run_1/sizes.png
(6 px per µm)
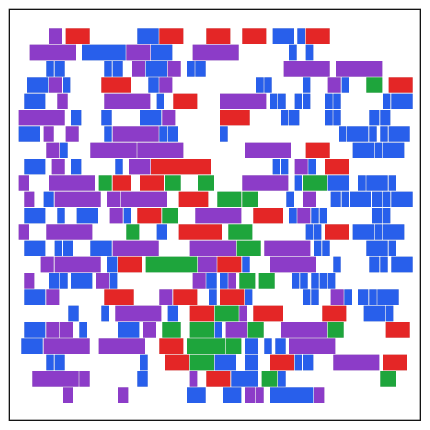
run_1/io_placement.png
(6 px per µm) Pins as bars across the die edge, other pins in gray.
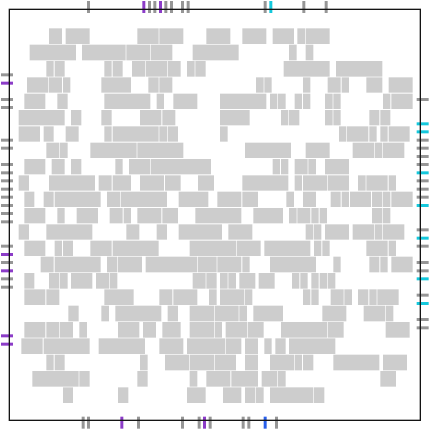
run_1/io_fan.png
(4 px per µm)
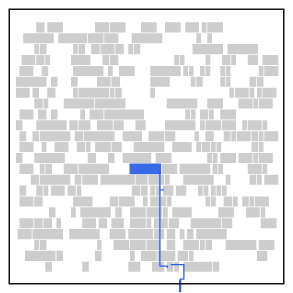
===== src/rtl/apb_master.sv =====
`default_nettype none
// +----------------------------------------------------------------------------
// | Module  : apb_master
// | Purpose : Single-request APB master with two slave selects, registered
// |           outputs and an optional ACCESS-phase timeout (APB_TIMEOUT_EN).
// | Revision: 1.0 - initial release
// +----------------------------------------------------------------------------
module apb_master #(
  parameter int TIMEOUT_CYCLES = 16
) (
  input  logic       PCLK,
  input  logic       PRST,
  input  logic       transfer,
  input  logic       rw,
  input  logic [8:0] apb_addr,
  input  logic [7:0] apb_wdata,
  input  logic       PREADY,
  input  logic [7:0] PRDATA1,
  input  logic [7:0] PRDATA2,
  output logic       PSEL1,
  output logic       PSEL2,
  output logic       PENABLE,
  output logic       PWRITE,
  output logic [7:0] PADDR,
  output logic [7:0] PWDATA,
  output logic [7:0] rdata_out,
  output logic       done,
  output logic       busy,
  output logic       error
);

  typedef enum logic [1:0] {
    S_IDLE   = 2'd0,
    S_SETUP  = 2'd1,
    S_ACCESS = 2'd2
  } state_t;

  state_t r_state;

  logic       w_complete;
  logic       w_launch;
  logic       w_tmo_hit;
  logic [7:0] w_rdata;

  assign w_complete = (r_state == S_ACCESS) && PREADY;
  // A new request is only accepted from IDLE or on the completion edge.
  assign w_launch   = transfer && ((r_state == S_IDLE) || w_complete);
  assign w_rdata    = PSEL2 ? PRDATA2 : PRDATA1;

`ifdef APB_TIMEOUT_EN
  localparam int c_CNT_W = $clog2(TIMEOUT_CYCLES + 1);

  logic [c_CNT_W-1:0] r_tmo_cnt;
  logic               r_error;

  assign w_tmo_hit = (r_tmo_cnt == c_CNT_W'(TIMEOUT_CYCLES - 1));
  assign error     = r_error;

  always_ff @(posedge PCLK) begin
    if (PRST) begin
      r_tmo_cnt <= '0;
      r_error   <= 1'b0;
    end else begin
      r_error <= 1'b0;
      if (w_launch) begin
        r_tmo_cnt <= '0;
      end else if ((r_state == S_ACCESS) && !PREADY) begin
        r_tmo_cnt <= r_tmo_cnt + 1'b1;
        r_error   <= w_tmo_hit;
      end
    end
  end
`else
  assign w_tmo_hit = 1'b0;
  // Constant zero; the comparison keeps the parameter referenced in this build.
  assign error     = (TIMEOUT_CYCLES < 0);
`endif

  always_ff @(posedge PCLK) begin
    if (PRST) begin
      r_state   <= S_IDLE;
      PSEL1     <= 1'b0;
      PSEL2     <= 1'b0;
      PENABLE   <= 1'b0;
      PWRITE    <= 1'b0;
      PADDR     <= 8'h00;
      PWDATA    <= 8'h00;
      rdata_out <= 8'h00;
      done      <= 1'b0;
      busy      <= 1'b0;
    end else begin
      done <= 1'b0;

      case (r_state)
        S_SETUP: begin
          r_state <= S_ACCESS;
          PENABLE <= 1'b1;
        end
        S_ACCESS: begin
          if (PREADY || w_tmo_hit) begin
            if (PREADY) begin
              done <= 1'b1;
              if (!PWRITE) begin
                rdata_out <= w_rdata;
              end
            end
            r_state <= S_IDLE;
            PSEL1   <= 1'b0;
            PSEL2   <= 1'b0;
            PENABLE <= 1'b0;
            busy    <= 1'b0;
          end
        end
        default: begin
          r_state <= S_IDLE;
        end
      endcase

      // The launch overrides the return-to-IDLE values above for back-to-back.
      if (w_launch) begin
        r_state <= S_SETUP;
        PSEL1   <= ~apb_addr[8];
        PSEL2   <= apb_addr[8];
        PENABLE <= 1'b0;
        PWRITE  <= rw;
        PADDR   <= apb_addr[7:0];
        PWDATA  <= apb_wdata;
        busy    <= 1'b1;
      end
    end
  end

endmodule
`default_nettype wire


===== config.mk =====
export PLATFORM = sky130hd
export DESIGN_NAME = apb_master
export DESIGN_NICKNAME = d
export VERILOG_FILES = /design/src/rtl/apb_master.sv
export SDC_FILE = /design/constraint.sdc
export NUM_CORES = 1
export LEC_CHECK = 0
export ABC_AREA = 1
export CORE_UTILIZATION = 30
export DETAILED_ROUTE_END_ITERATION = 10
export HOLD_SLACK_MARGIN = 0.08
export PLACE_DENSITY_LB_ADDON = 0.1
export SETUP_SLACK_MARGIN = 0.2
export SYNTH_ARGS = -nofsm -noshare
export SYNTH_HDL_FRONTEND = slang
export SYNTH_SLANG_ARGS = --single-unit

===== constraint.sdc =====
create_clock -name PCLK -period 1.2 [get_ports PCLK]
set_clock_uncertainty 0.2 [all_clocks]
set_input_delay 0.24 -clock PCLK [delete_from_list [all_inputs] [get_ports PCLK]]
set_output_delay 0.24 -clock PCLK [all_outputs]
set_load 0.005 [all_outputs]

==> job_summary.md, run 1 <==
### Flow metrics

| Metric | Value |
|---|---|
| Psw | `0.619 mW` |
| Via count | `1386` |
| Post-Syn Area | `1320 µm²` |
| Final ANT Viol Nets | `0` |
| DRC | `0` |
| Outcome | `complete, but fails checks` |
| Syn_nets | `225` |
| Post-route setup slack | `-0.0645 ns` |
| Worst R2R Path Depth | `6` |
| Row count | `23` |
| Clock-pin slew on the worst setup and hold paths | `0.06 ns` |
| DIE HEIGHT | `68.3 µm` |
| Violated checks | `setup timing` |
| Latency at later pin | `0.28 ns` |
| End of the critical path | `PWDATA[3]` |
| Via density per instance | `4.24` |
| Gpl congestion | `0.676` |
| Fin crit share | `105%` |
| Die Area | `4660 µm²` |
| Placed Instance Area | `2100 µm²` |
| YS warnings | `0` |
| Reg2reg end | `PWDATA[3]` |
| Htree depth | `2` |
| Yosys Instances | `187` |
| Reg2reg setup slack | `-0.06 ns` |
| # setup viols final | `28` |
| Tool warnings | `29` |
| Power per cell area | `1030 nW/µm²` |
| Fraction of layout cells with a size suffix above 1 | `46.6%` |
| IR drop worst, VDD | `0.000572 V` |
| Library cells used by synthesis | `20` |
| Cell Int Power | `1.89 mW` |
| Worst setup path class | `reg2reg` |
| # clock sinks | `32` |
| Worst Setup End Kind | `flop` |
| Die width | `68.3 µm` |
| DRT iter0 DRCs | `37` |
| Drt first pass iters | `4` |
| # IOs | `69` |
| Top cells excl fill/tap | `nand2_1, clkdlybuf4s50_1, dfxtp_2` |
| Largest net degree at the start of global routing | `19` |
| Fin cells | `327` |
| Util after Layout | `59.3%` |
| Nets | `314` |
| Placed Instances | `306` |
| Combinational share of power | `20.1%` |
| PortBufs | `67` |
| WL/cell | `11.0 µm` |
| Clk buf depth | `2` |
Back to the opening pictures, sizes.png:
purple -> _2 cells  # cells 72, share 26%
red -> _6 and larger  # cells 33, share 12%
blue -> _0 and _1 cells  # cells 148, share 53%
green -> _3 and _4 cells  # cells 24, share 8.7%

Back to the opening pictures, io_placement.png:
blue -> PENABLE  # pins 1, direction output, edge bottom
purple -> apb_addr  # pins 9, direction input, edge 5 left, 2 top, 2 bottom
cyan -> PRDATA1  # pins 8, direction input, edge 7 right, 1 top
all pins by edge = 22 left, 22 right, 13 top, 12 bottom

Back to the opening pictures, io_fan.png:
blue -> PENABLE  # direction output, end cells 1, buffers 1, wire 35.4 µm

==> run 1: cell type report <==
type                    count  area (µm²)  share of cell area [%]
clock buffers               8        90.1                    3.69
repair buffers             87         845                    34.6
inverters                  23        91.3                    3.74
well taps                  50        62.6                    2.56
flip-flops and latches     32         681                    27.9
repair inverters            3        21.3                   0.872
multi-input cells         124         649                    26.6
==> run 1: worst max-delay path: stages, from the launching register on <==
cell	delay [ns]
dfxtp_4	0.36
nor2_4	0.12
buf_6	0.13
nand3_4	0.16
inv_4	0.14
nand2_2	0.05
nand2_1	0.05
==> run 1: worst min-delay path by stage <==
stage	start	endpoint	slack, ns
floorplan	PRST	done	0.11
global placement	PWDATA[2]	PWDATA[2]	0.24
detailed placement	PWDATA[2]	PWDATA[2]	0.26
CTS	PREADY	done	0.23
global route	PRST	done	0.08
finish	PRST	done	0.06
==> run 1: sequential cells by signal, indices dropped and copies added (netlist names) <==
register,count
PENABLE,1
PSEL2,1
PSEL1,1
busy,1
PADDR,8
r_state,2
rdata_out,8
PWDATA,8
done,1
PWRITE,1
==> run 1: cell usage after synthesis <==
library cell  count  area, µm²
a21oi_1           2       10.0
nor2_2            1       6.26
dfxtp_1          32        641
o21ai_1           1       5.00
buf_4             2       15.0
inv_2             1       3.75
o21ai_0           9       45.0
nand4_1           2       12.5
clkbuf_1          1       3.75
nand2_1          66        248
buf_2             4       20.0
buf_6             2       22.5
nand3_1          19       95.1
inv_4             1       6.26
nor2_1           18       67.6
conb_1            1       3.75
inv_1            21       78.8
nor2_4            1       11.3
nand3_2           1       10.0
nand2_2           2       12.5
==> run 1: cell families (layout without fill, tap and decap cells) <==
group                  count (synthesis)  in the layout  share of synthesized area [%]
DFF                                   32             32                           48.6
other                                  1              1                          0.285
buffers and inverters                 32            121                           11.4
AOI/OAI and AO/OA                     12             12                           4.56
and+or+nand+nor                      110            111                           35.1
==> run 1: power groups by stage <==
| stage | clock network (mW) | registers (mW) | logic (mW) |
|---|---|---|---|
| finish | 0.843 | 1.17 | 0.505 |
| global route | 0.921 | 1.17 | 0.556 |
| CTS | 0.876 | 1.16 | 0.460 |
| detailed placement | 0 | 1.17 | 0.425 |
| global placement | 0 | 1.18 | 0.426 |
| floorplan | 0 | 1.18 | 0.154 |
==> run 1: routing by layer <==
metal	global-route usage (%)	part of all wire, %	up-vias
li1	-	-	748
met1	18.2	44	584
met2	26.5	46	49
met3	7.67	8.7	5
met4	7.03	1.6	0
met5	0	0	-
==> run 1: repair_timing <==
item | 4_1_cts | 5_1_grt
resized | 179 | 39
endpoints found under the setup margin | 62 | 62
buffers inserted | 3 | 5
pin swaps | 13 | 13
gates cloned | 5 | 0
run_1/placement.png
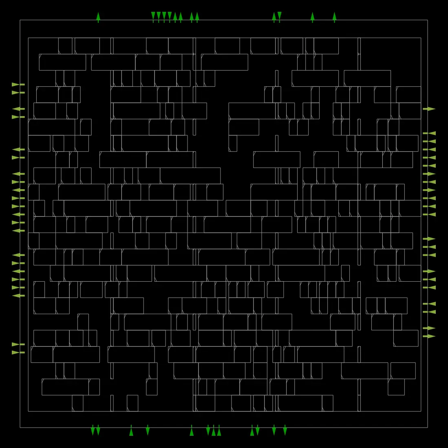

## Run 2: what changed since run 1
CTS_CLUSTER_DIAMETER = 30   (was not set)
DONT_BUFFER_PORTS = 1   (was not set)
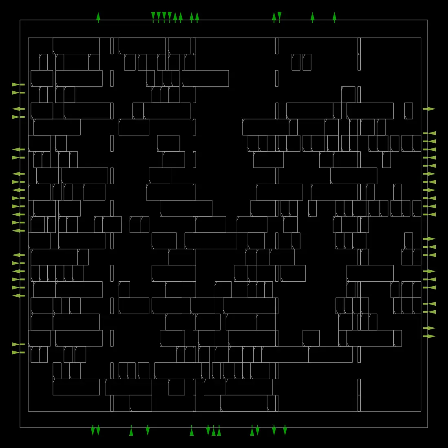
run_2/placement.png
sequential cell area share: 37.2%
Util after Layout: 45.0%

==> run 2 against run 1 <==
Against the previous run: the run ends with hold timing, setup timing left; fmax rose by 4.1%; power down 8.1%; critical path depth is 1 lower; clock-buffer cell count shrank 2; non-clock buffer count shrank 59; sequential power about the same; clock power increased by 0.7%; global-route usage down 1.7 points; sequential share of layout area rose by 9.3 points; critical endpoint is now PWRITE.
==> job_summary.md, run 2 <==
### Flow metrics

| Metric | Value |
|---|---|
| # clock sinks | `32 (unchanged)` |
| Cell depth of the worst setup path | `5 (-1)` |
| Yosys top cell by instances | `nand2_1` |
| Gpl congestion | `0.715 (+5.7%)` |
| WHS | `-0.181 ns` |
| Library cells used by synthesis | `20 (unchanged)` |
| Latency at later pin | `0.28 ns (about the same)` |
| Row count | `23 (unchanged)` |
| Die Area | `4660 µm² (unchanged)` |
| Met2 Usage GRT | `25.4% (-1.1 points)` |
| Outcome | `complete, but fails checks` |
| Worst path slowest cell | `dfxtp_4` |
| YS warnings | `0 (unchanged)` |
| End of the critical path | `PWRITE` |
| Worst R2R Path Depth | `5 (-1)` |
| Ys async rst share | `0% (unchanged)` |
| Top cell area share | `48.6% (unchanged)` |
| Via count | `1223 (-12%)` |
| Main logic family after synthesis | `simple AND/OR/NAND/NOR gates` |
| Adder Area Share | `0% (unchanged)` |
| GRT busiest layer | `met2` |
| Top cells excl fill/tap | `nand2_1, dfxtp_2, inv_1` |
| Count of final hold-check violations | `1` |
| WL/cell | `12.2 µm (+11%)` |
| Yosys Instances | `187 (unchanged)` |
| DIE HEIGHT | `68.3 µm (unchanged)` |
| Violated checks | `hold timing, setup timing` |
| DRC | `0 (unchanged)` |
| Htree depth | `2 (unchanged)` |
| Fin cells | `266 (-19%)` |
| Clock-pin slew on the worst setup and hold paths | `0.07 ns (about the same)` |
| Fin crit share | `101% (-4.2 points)` |
| Biggest regs | `PADDR: 8 flops, PWDATA: 8 flops, rdata_out: 8 flops` |
| Post-route setup slack | `-0.0147 ns (+0.0499 ns)` |
| # setup viols final | `10 (-64%)` |
| Die width | `68.3 µm (unchanged)` |
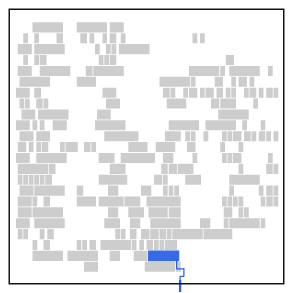
run_2/io_fan.png
(4 px per µm)
blue -> PENABLE  # direction output, end cells 1, buffers 0, wire 8.40 µm

-- run 2: worst min-delay path by stage --
stage | start | to | slack (ns)
after global routing | PRST | done | -0.20
after detailed placement | PRST | done | 0.12
after global placement | PRST | done | 0.12
after CTS | PRST | done | -0.19
final | PRST | done | -0.18
after floorplan | PRST | done | 0.11
-- run 2: cells by family (layout without fill, tap and decap cells) --
kind of cell	Yosys count	in the layout
compound gates	12	12
buf+inv	32	60
other cells	1	1
flops	32	32
simple gates	110	111
-- run 2: where the power goes --
part / leakage [nW] / internal [mW] / switching [mW] / total, mW
clock network: 0.0510 / 0.457 / 0.392 / 0.849
registers: 0.276 / 1.13 / 0.0481 / 1.18
logic: 0.560 / 0.135 / 0.149 / 0.285
-- run 2: layer usage --
metal | up-vias | share of wire [%]
li1 | 623 | -
met1 | 545 | 40
met2 | 51 | 50
met3 | 4 | 8.5
met4 | 0 | 1.1
met5 | - | 0
-- run 2: worst register-to-register path, stage by stage, from the launching register on --
cell	delay (ns)
dfxtp_4	0.37
nor2_4	0.18
nand3_4	0.16
inv_8	0.12
nand2_1	0.06
nand2_1	0.06
-- run 2: area by class of cell --
type                    count  area, µm²  share of cell area [%]
clock buffers               6       82.6                    4.46
clock inverters             2       10.0                   0.541
inverters                  23       96.3                    5.21
multi-input cells         124        618                    33.4
flip-flops and latches     32        688                    37.2
well taps                  50       62.6                    3.38
repair buffers             28        284                    15.3
repair inverters            1       8.76                   0.473
-- run 2: timing repair --
item | 4_1_cts | 5_1_grt
endpoints found under the setup margin | 61 | 62
gates cloned | 1 | 1
buffers inserted | 1 | 3
pin swaps | 0 | 15
hold endpoints to repair | 30 | 12
gates resized | 43 | 18
-- run 2: metrics by stage --
stage	setup WS, ns	setup TNS (ns)	cell area (µm²)	power, mW	util (%)
after floorplan	0.0502	0	1350	1.33	-
after global placement	0.0154	0	1410	1.38	34.2
after detailed placement	-0.0267	-0.150	1410	1.38	34.2
after CTS	-0.0149	-0.126	1770	2.33	43.0
after global routing	-0.0960	-1.87	1850	2.46	45.0
final	-0.0147	-0.0813	1850	2.31	45.0
run_2/sizes.png
(6 px per µm)
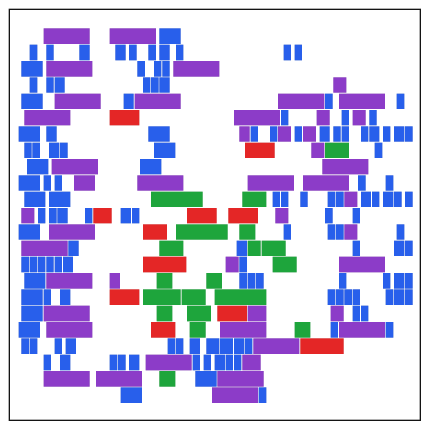

## Run 3: what changed since run 2
GPL_TIMING_DRIVEN = 0   (was not set)
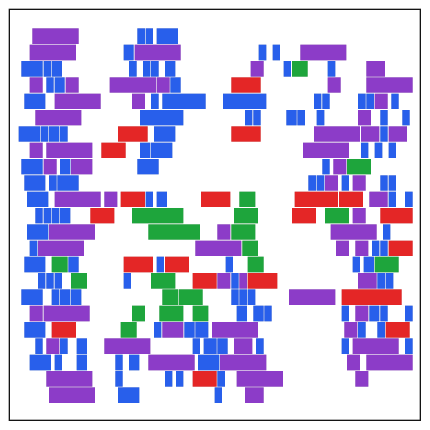
run_3/sizes.png
(6 px per µm)
red -> _6 and larger  # cells 20, share 8.8%
green -> _3 and _4 cells  # cells 20, share 8.8%
blue -> _0 and _1 cells  # cells 126, share 55%
purple -> _2 cells  # cells 62, share 27%

==> run 3 against run 2 <==
Against the previous run: the run still ends with hold timing, setup timing left; global-route usage grew 1.4 points; first-iteration DRC count down 70%; clock power is 1% lower; area after synthesis stayed put; largest cell class unchanged.
==> job_summary.md, run 3 <==
### Flow metrics

| Metric | Value |
|---|---|
| Outcome | `complete, but fails checks` |
| Violated checks | `hold timing, setup timing` |
| Final Power | `2.37 mW (+2.4%)` |
| Syn_nets | `225` |
| Combinational share of power | `14.8% (+2.5 points)` |
| Largest area contributor in the netlist | `dfxtp_1` |
| Gpl congestion | `0.752 (+5.3%)` |
| Psw | `0.590 mW (+0.14%)` |
| Count of final hold-check violations | `2 (+1)` |
| Row count | `23 (unchanged)` |
| Drt first pass iters | `3` |
| Library cells used by synthesis | `20 (unchanged)` |
| Fmax | `0.820 GHz` |
| Die width | `68.3 µm (unchanged)` |
| Sequential Power Share | `49.7% (-1.2 points)` |
| WL/cell | `12.6 µm (+3.3%)` |
| # clock sinks | `32 (unchanged)` |
| # setup viols final | `6 (-4)` |
| YS warnings | `0 (unchanged)` |
| Top cell area share | `48.6% (unchanged)` |
| Via count | `1288 (+5.3%)` |
| Core box area | `4120 µm²` |
| Hold path start | `PRST` |
| Yosys top cell by instances | `nand2_1` |
| WHS | `-0.180 ns (+0.000719 ns)` |
| Max Cap Viol | `0` |
| Ys async rst share | `0% (unchanged)` |
| DIE HEIGHT | `68.3 µm (unchanged)` |
| Util after Layout | `49.3% (+4.3 points)` |
| Minimum clock period | `1.22 ns` |
| Yosys Instances | `187 (unchanged)` |
| Number of enable flip-flop cells | `0` |
| Startpoint types | `flop` |
| Fin crit share | `102% (+0.39 points)` |
| Post-route setup slack | `-0.0193 ns (-0.00463 ns)` |
| Latency at later pin | `0.27 ns (about the same)` |
| Switching Share | `24.9% (-0.56 points)` |
| TNS Setup | `-0.0614 ns (+0.0199 ns)` |
| Clock power frac | `35.5% (-1.2 points)` |
| Cell Int Power | `1.78 mW (+3.2%)` |
| Top cells excl fill/tap | `nand2_1, dfxtp_2, inv_1` |
| Mean post-synth cell area | `7.05 µm²` |
| Htree depth | `2 (unchanged)` |
| Clock-pin slew on the worst setup and hold paths | `0.07 ns (about the same)` |
| Die Area | `4660 µm² (unchanged)` |
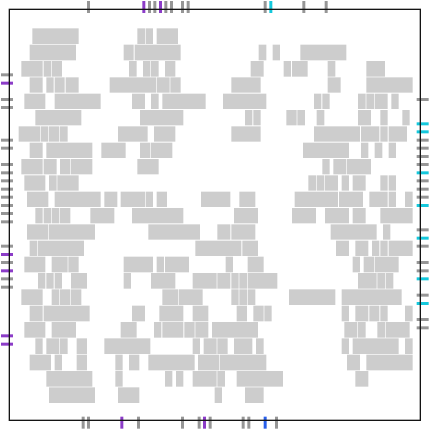
run_3/io_placement.png
(6 px per µm) Pins as bars across the die edge, other pins in gray.
purple -> apb_addr  # pins 9, direction input, edge 5 left, 2 top, 2 bottom
blue -> PENABLE  # pins 1, direction output, edge bottom
cyan -> PRDATA1  # pins 8, direction input, edge 7 right, 1 top
all pins by edge = 22 left, 22 right, 13 top, 12 bottom

[run 3: cell counts after synthesis]
No cell type changed its count.
[run 3: metal layers]
| metal | vias up | GRT usage, % | wire, µm |
|---|---|---|---|
| met5 | - | 0 | 0 |
| li1 | 652 | - | - |
| met2 | 46 | 31.3 | 1860 |
| met3 | 2 | 6.67 | 265 |
| met4 | 0 | 5.73 | 17 |
| met1 | 588 | 14.5 | 1360 |
[run 3: logic make-up (layout without fill, tap and decap cells)]
family / Yosys count / in the layout / share of synthesized area, %
buffers and inverters: 32 / 73 / 11.4
and+or+nand+nor: 110 / 110 / 35.1
AOI/OAI and AO/OA: 12 / 12 / 4.56
DFF: 32 / 32 / 48.6
other: 1 / 1 / 0.285
[run 3: power groups by stage]
stage / Clock [mW] / Combinational (mW) / Sequential, mW
after floorplan: 0 / 0.154 / 1.18
after global placement: 0 / 0.182 / 1.19
after detailed placement: 0 / 0.189 / 1.19
after CTS: 0.877 / 0.332 / 1.18
after global routing: 0.931 / 0.385 / 1.19
final: 0.839 / 0.349 / 1.18
[run 3: metrics by stage]
step / instance area (µm²) / worst slack (ns) / std cells
floorplan: 1350 / 0.0502 / 187
global placement: 1420 / -0.0647 / 237
detailed placement: 1420 / -0.0926 / 237
CTS: 1970 / -0.0271 / 277
global route: 2030 / -0.0710 / 278
finish: 2030 / -0.0193 / 278
[run 3: worst paths after layout]
check,end,slack (ns),depth (start not counted)
setup / recovery,PADDR[7],-0.02,6
setup reg to reg,PADDR[7],-0.02,6
hold / removal,done,-0.18,1
hold reg to reg,PWDATA[2],0.27,2
[run 3: worst max-delay path: stages, from the launching register on]
cell and delay, ns:
dfxtp_4 0.37, nor2_4 0.14, nand3_2 0.11, inv_4 0.11
buf_6 0.13, nand2_1 0.05, nand2_1 0.05
[run 3: layout make-up]
type / count / area [µm²] / share of cell area [%]
clock buffers: 8 / 90.1 / 4.44
multi-input cells: 123 / 666 / 32.8
inverters: 23 / 88.8 / 4.38
well taps: 50 / 62.6 / 3.09
flip-flops and latches: 32 / 682 / 33.6
plain buffers: 9 / 90.1 / 4.44
repair buffers: 33 / 348 / 17.2
[run 3: what timing repair did]
item / in CTS / in global routing
cloned: 3 / 0
gates resized: 71 / 18
setup endpoints to repair: 61 / 62
hold endpoints to repair: 30 / 11
pin swaps: 15 / 4
buffers inserted: 11 / 1

==> gallery <==
Signal wires by layer.
(6 px per µm) Only two layers are drawn.
(a)
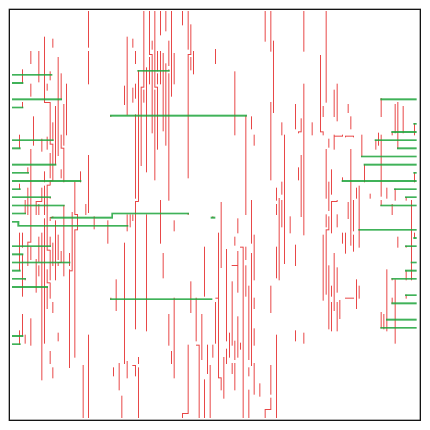
(b)
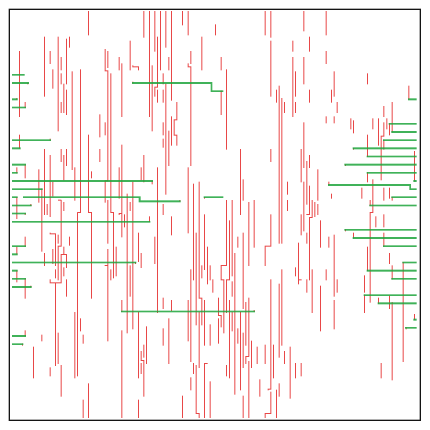
| from | picture |
|---|---|
| run 2 | (a) |
| run 1 | (b) |

Power is estimated from default activity; no workload was simulated.
